### src/rtl/bus_sequencer.sv
// Control sequencer for a four-register shared-bus datapath: MOVE, SWAP (via temp) and LOAD.
// Moore FSM; every enable decodes from the current state and the command latched at Start.
module bus_sequencer (
   input  logic       Clock,
   input  logic       Reset,
   input  logic       Start,
   input  logic [1:0] Op,
   input  logic [1:0] Src,
   input  logic [1:0] Dst,
   output logic [3:0] Rin,
   output logic [3:0] Rout,
   output logic       Tin,
   output logic       Tout,
   output logic       Extern,
   output logic       Busy,
   output logic       Done,
   output logic       Err
);

   typedef enum logic [1:0] {
      OP_MOVE = 2'b00,
      OP_SWAP = 2'b01,
      OP_LOAD = 2'b10,
      OP_BAD  = 2'b11
   } op_t;

   typedef enum logic [2:0] {
      IDLE,
      MOVE,
      LOAD,
      SW1,
      SW2,
      SW3,
      FIN
   } state_t;

   state_t     state;
   state_t     state_next;
   op_t        op_q;
   logic [1:0] src_q;
   logic [1:0] dst_q;
   logic [3:0] src_sel;
   logic [3:0] dst_sel;

   // NOTE: sequential state uses non-blocking assignments so every flop samples pre-edge values.
   always_ff @(posedge Clock) begin
      if (Reset) begin
         state <= IDLE;
         op_q  <= OP_MOVE;
         src_q <= 2'b00;
         dst_q <= 2'b00;
      end else begin
         state <= state_next;
         if (state == IDLE && Start) begin
            op_q  <= op_t'(Op);
            src_q <= Src;
            dst_q <= Dst;
         end
      end
   end

   // NOTE: default assignment first so no path through the case leaves state_next unassigned (no latch).
   always_comb begin
      state_next = state;
      case (state)
         IDLE: begin
            if (Start) begin
               case (op_t'(Op))
                  OP_MOVE: state_next = MOVE;
                  OP_LOAD: state_next = LOAD;
                  OP_SWAP: state_next = (Src != Dst) ? SW1 : FIN;
                  default: state_next = FIN;
               endcase
            end
         end
         MOVE:    state_next = FIN;
         LOAD:    state_next = FIN;
         SW1:     state_next = SW2;
         SW2:     state_next = SW3;
         SW3:     state_next = FIN;
         FIN:     state_next = IDLE;
         default: state_next = IDLE;
      endcase
   end

   assign src_sel = 4'b0001 << src_q;
   assign dst_sel = 4'b0001 << dst_q;

   // Exactly one bus driver per transfer state; IDLE and FIN leave the bus undriven.
   always_comb begin
      Rin    = 4'b0000;
      Rout   = 4'b0000;
      Tin    = 1'b0;
      Tout   = 1'b0;
      Extern = 1'b0;
      Busy   = (state != IDLE);
      Done   = 1'b0;
      Err    = 1'b0;
      case (state)
         MOVE: begin
            Rout = src_sel;
            Rin  = dst_sel;
         end
         LOAD: begin
            Extern = 1'b1;
            Rin    = dst_sel;
         end
         SW1: begin
            Rout = src_sel;
            Tin  = 1'b1;
         end
         SW2: begin
            Rout = dst_sel;
            Rin  = src_sel;
         end
         SW3: begin
            Tout = 1'b1;
            Rin  = dst_sel;
         end
         FIN: begin
            Done = 1'b1;
            Err  = (op_q == OP_BAD);
         end
         default: ;
      endcase
   end

endmodule

### config.mk
export PLATFORM = sky130hd
export DESIGN_NAME = bus_sequencer
export DESIGN_NICKNAME = d
export VERILOG_FILES = /design/src/rtl/bus_sequencer.sv
export SDC_FILE = /design/constraint.sdc
export NUM_CORES = 1
export LEC_CHECK = 0
export ABC_AREA = 1
export ABC_CLOCK_PERIOD_IN_PS = 1230
export CORE_MARGIN = 1
export CORE_UTILIZATION = 34
export CTS_BUF_LIST = sky130_fd_sc_hd__clkbuf_8
export DETAILED_ROUTE_END_ITERATION = 6
export MAX_ROUTING_LAYER = met4
export PLACE_DENSITY_LB_ADDON = 0.25
export SYNTH_ARGS = -nofsm -noshare
export SYNTH_HDL_FRONTEND = slang
export SYNTH_SLANG_ARGS = --single-unit
### constraint.sdc
create_clock -name Clock -period 1.23 [get_ports Clock]
set_input_delay 0.123 -clock Clock [delete_from_list [all_inputs] [get_ports Clock]]
set_output_delay 0.123 -clock Clock [all_outputs]
set_load 0.01 [all_outputs]
Run 1, signal wires on met1:
The bar under the picture is 10 um long. Supply wires on this layer in gray.
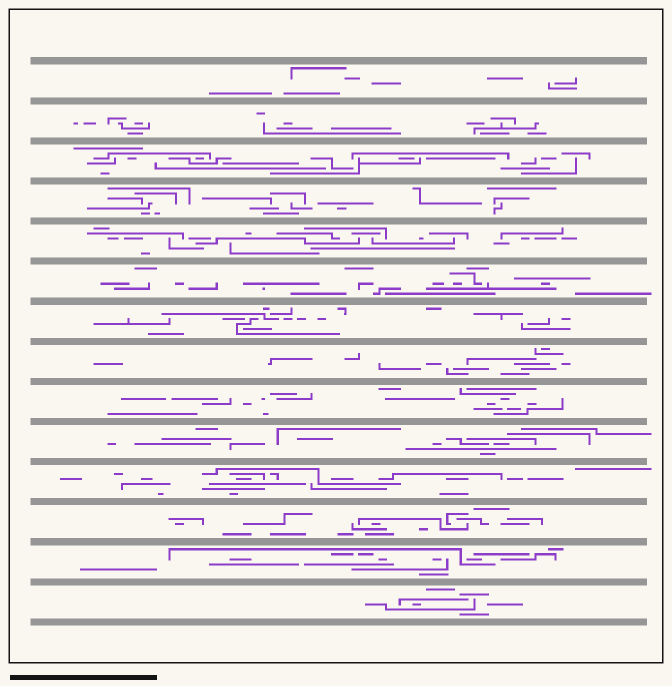
The longest straight run is 19.8 um. The wires run mostly horizontal. The layer carries 681 um of wire. The layer holds 41% of the routed length.

Run 1, M2 wires:
Cells faint in the background.
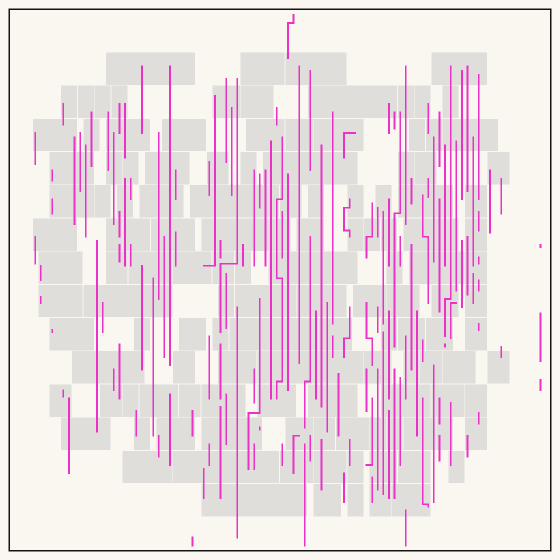
The longest straight run is 24.5 um. 119 nets have wire on it.
GR Util met2: 30.6%
detailed-route via count: 724
final wirelength: 1.67 mm

==> flow_summary.json, run 1 <==
{
  "numCtsBuffers": 3,
  "crit_chain": "inv_2, nand2_2, o21ai_2, inv_2, o22ai_1, buf_2",
  "cp-endpoint": "Rin[1]",
  "ys_sh_adder_pct": 0,
  "pg_clk_uw": 328,
  "setup_tns_ns": -0.328,
  "setup_ws_ns": -0.0872,
  "synthArstFlopShare_pct": 0,
  "violations": "setup timing",
  "cp.depth": 6,
  "flops": 9,
  "setup_viol": 6,
  "worst_skew_pair.late_latency_ns": 0.23,
  "cp.buffers_inverters": 3,
  "reg2reg_to": "src_q[1]",
  "outcome": "finished with violations",
  "grt_usage_pct": 18.6,
  "path_clk_slew_ns": 0.04,
  "firstDrtPassIters": 6,
  "yosysTopAreaCell": "dfxtp_1",
  "worst_clock_skew_ns": 0.00110,
  "power_density_mw_per_mm2": 1910,
  "holdBufCountCts": 0,
  "maxSlewViolCount": 0,
  "maxUsedRoutingLayer": "met4",
  "drt-met1-wl_um": 681,
  "first_global_vias": 641,
  "synth.net_count": 99,
  "max_freq_mhz": 759,
  "critical_path.startpoint_type": "flip-flop",
  "slew_headroom_pct": 89.0,
  "mux_share_pct": 0,
  "netlist_instances": 90,
  "post_cts_buffers": 2,
  "top_cell_area_share_pct": 29.7,
  "cts_max_path_buffers": 2,
  "cpMostUsedCell": "inv_2",
  "rows": 14,
  "hold_class": "flip-flop to flip-flop",
  "nonClkBufAreaFrac_pct": 25.8,
  "power_switching_uw": 870,
  "nNonClkBuffers": 36,
  "comb_share_pct": 41.7,
  "lay_top_cells": "19 x nand2_1, 14 x buf_2, 13 x inv_1, 11 x buf_4, 8 x clkdlybuf4s50_1",
  "final_common_cell": "nand2_1",
  "top_power_group": "combinational logic"
}
Run 1, signal wires on met3:
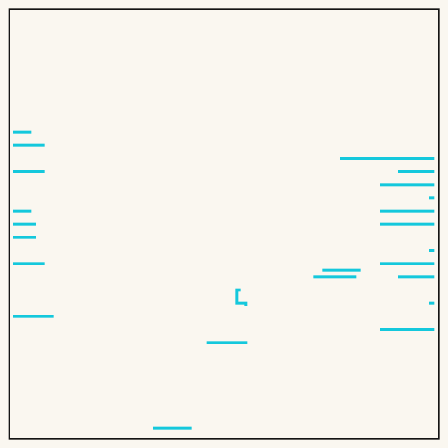
23 nets have wire on it. The layer holds 4.9% of the routed length.
met3 usage: 2.04%

Run 1, routing congestion map:
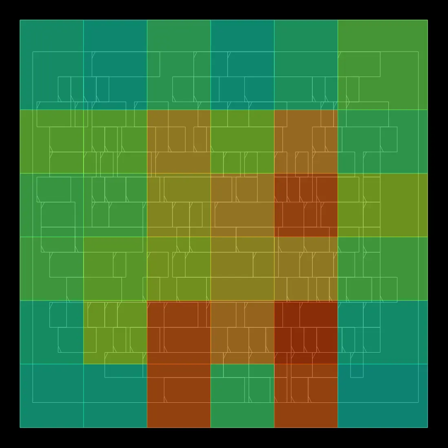
post-route core utilization: 67.0%
drt wl/cell: 10.9 um

## Run 2: what changed since run 1
TNS_END_PERCENT = 1   (was default)
==> flow_summary.json, run 2 <==
{
  "outcome": "finished with violations",
  "setup_viol": 6,
  "pg_clk_uw": 331,
  "setup_ws_ns": -0.0720,
  "post_cts_buffers": 1,
  "ys_sh_adder_pct": 0,
  "setup_tns_ns": -0.286,
  "top_cell_area_share_pct": 29.7,
  "first_global_vias": 606,
  "netlist_instances": 90,
  "violations": "setup timing",
  "cts_max_path_buffers": 2,
  "top_power_group": "combinational logic",
  "drt-met1-wl_um": 667,
  "lay_top_cells": "22 x nand2_1, 13 x inv_1, 12 x buf_4, 10 x buf_2, 8 x clkdlybuf4s50_1",
  "flops": 9,
  "cp.depth": 6,
  "nNonClkBuffers": 36,
  "vias": 724,
  "reg2reg_to": "src_q[1]"
}
Run 2, signal wires on met3:
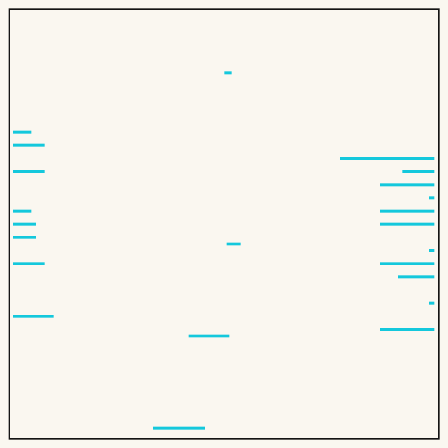
The layer carries 73.6 um of wire. 21 nets have wire on it. The wires run mostly horizontal.
final wirelength: 1.50 mm
met3 usage: 1.63%

Run 2, routing congestion map:
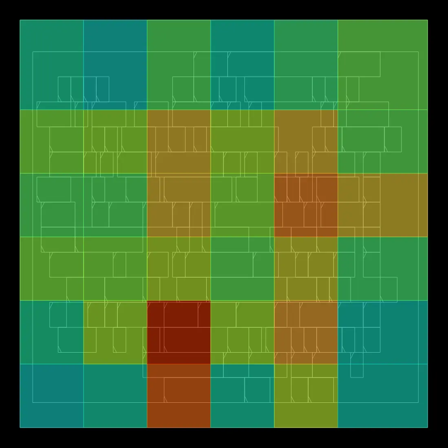
drt wl/cell: 9.82 um
GRT busiest layer: met2

## Run 3: what changed since run 2
CTS_CLUSTER_SIZE = 8   (was default)
PLACE_DENSITY_LB_ADDON = 0.08   (was 0.25)
==> flow_summary.json, run 3 <==
{
  "netlist_instances": 90,
  "power_density_mw_per_mm2": 1870,
  "yosysTopAreaCell": "dfxtp_1",
  "reg2reg_to": "dst_q[0]",
  "drt-met1-wl_um": 644,
  "top_cell_area_share_pct": 29.7,
  "synthArstFlopShare_pct": 0,
  "outcome": "finished with violations",
  "grt_util_met3_pct": 1.22,
  "wire_per_inst_um": 9.95,
  "grt_usage_pct": 15.8,
  "max_freq_mhz": 768,
  "crit_chain": "nor2_4, nand2_4, o22ai_1, buf_2",
  "hold_class": "flip-flop to flip-flop",
  "setup_ws_ns": -0.0728,
  "first_global_vias": 596,
  "worst_skew_pair.late_latency_ns": 0.23,
  "routed_wl_mm": 1.48,
  "drc": 3,
  "pg_clk_uw": 325,
  "holdBufCountCts": 0,
  "critical_path.startpoint_type": "flip-flop",
  "synth.net_count": 99,
  "setup_viol": 6,
  "cp.buffers_inverters": 1,
  "lay_top_cells": "22 x nand2_1, 13 x inv_1, 10 x buf_2, 9 x buf_4",
  "cts_max_path_buffers": 2,
  "violations": "DRC, setup timing",
  "vias": 683,
  "power_switching_uw": 756,
  "maxSlewViolCount": 0,
  "comb_share_pct": 40.9,
  "path_clk_slew_ns": 0.04,
  "nonClkBufAreaFrac_pct": 25.0,
  "slew_headroom_pct": 85.0,
  "setup_tns_ns": -0.232
}
Run 3, cells colored by class:
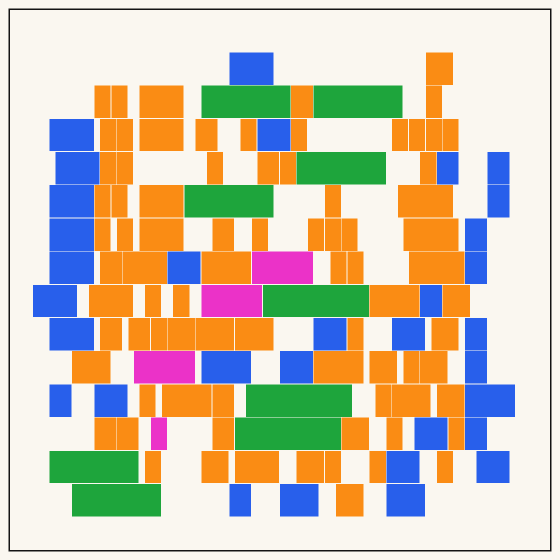
Key: clock drivers and dummy loads = magenta [cells 4, share of their area 4.8%]; other buffers and delay cells = blue [cells 32, share of their area 26%]; flip-flops = green [cells 9, share of their area 20%]; all other logic = orange [cells 80, share of their area 49%]
post-route core utilization: 60.9%
Design Area, Final: 971 um^2
core area: 0.00159 mm^2
Rows: 14
flop share of the area: 19.7%

Run 3, signal wires on met1:
The bar under the picture is 10 um long. Supply wires on this layer in gray.
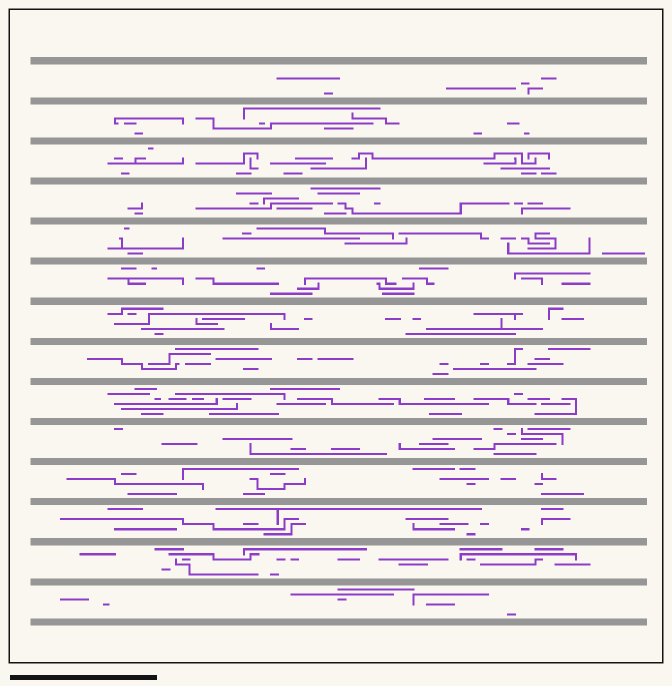
The wires run mostly horizontal. The layer holds 43% of the routed length.

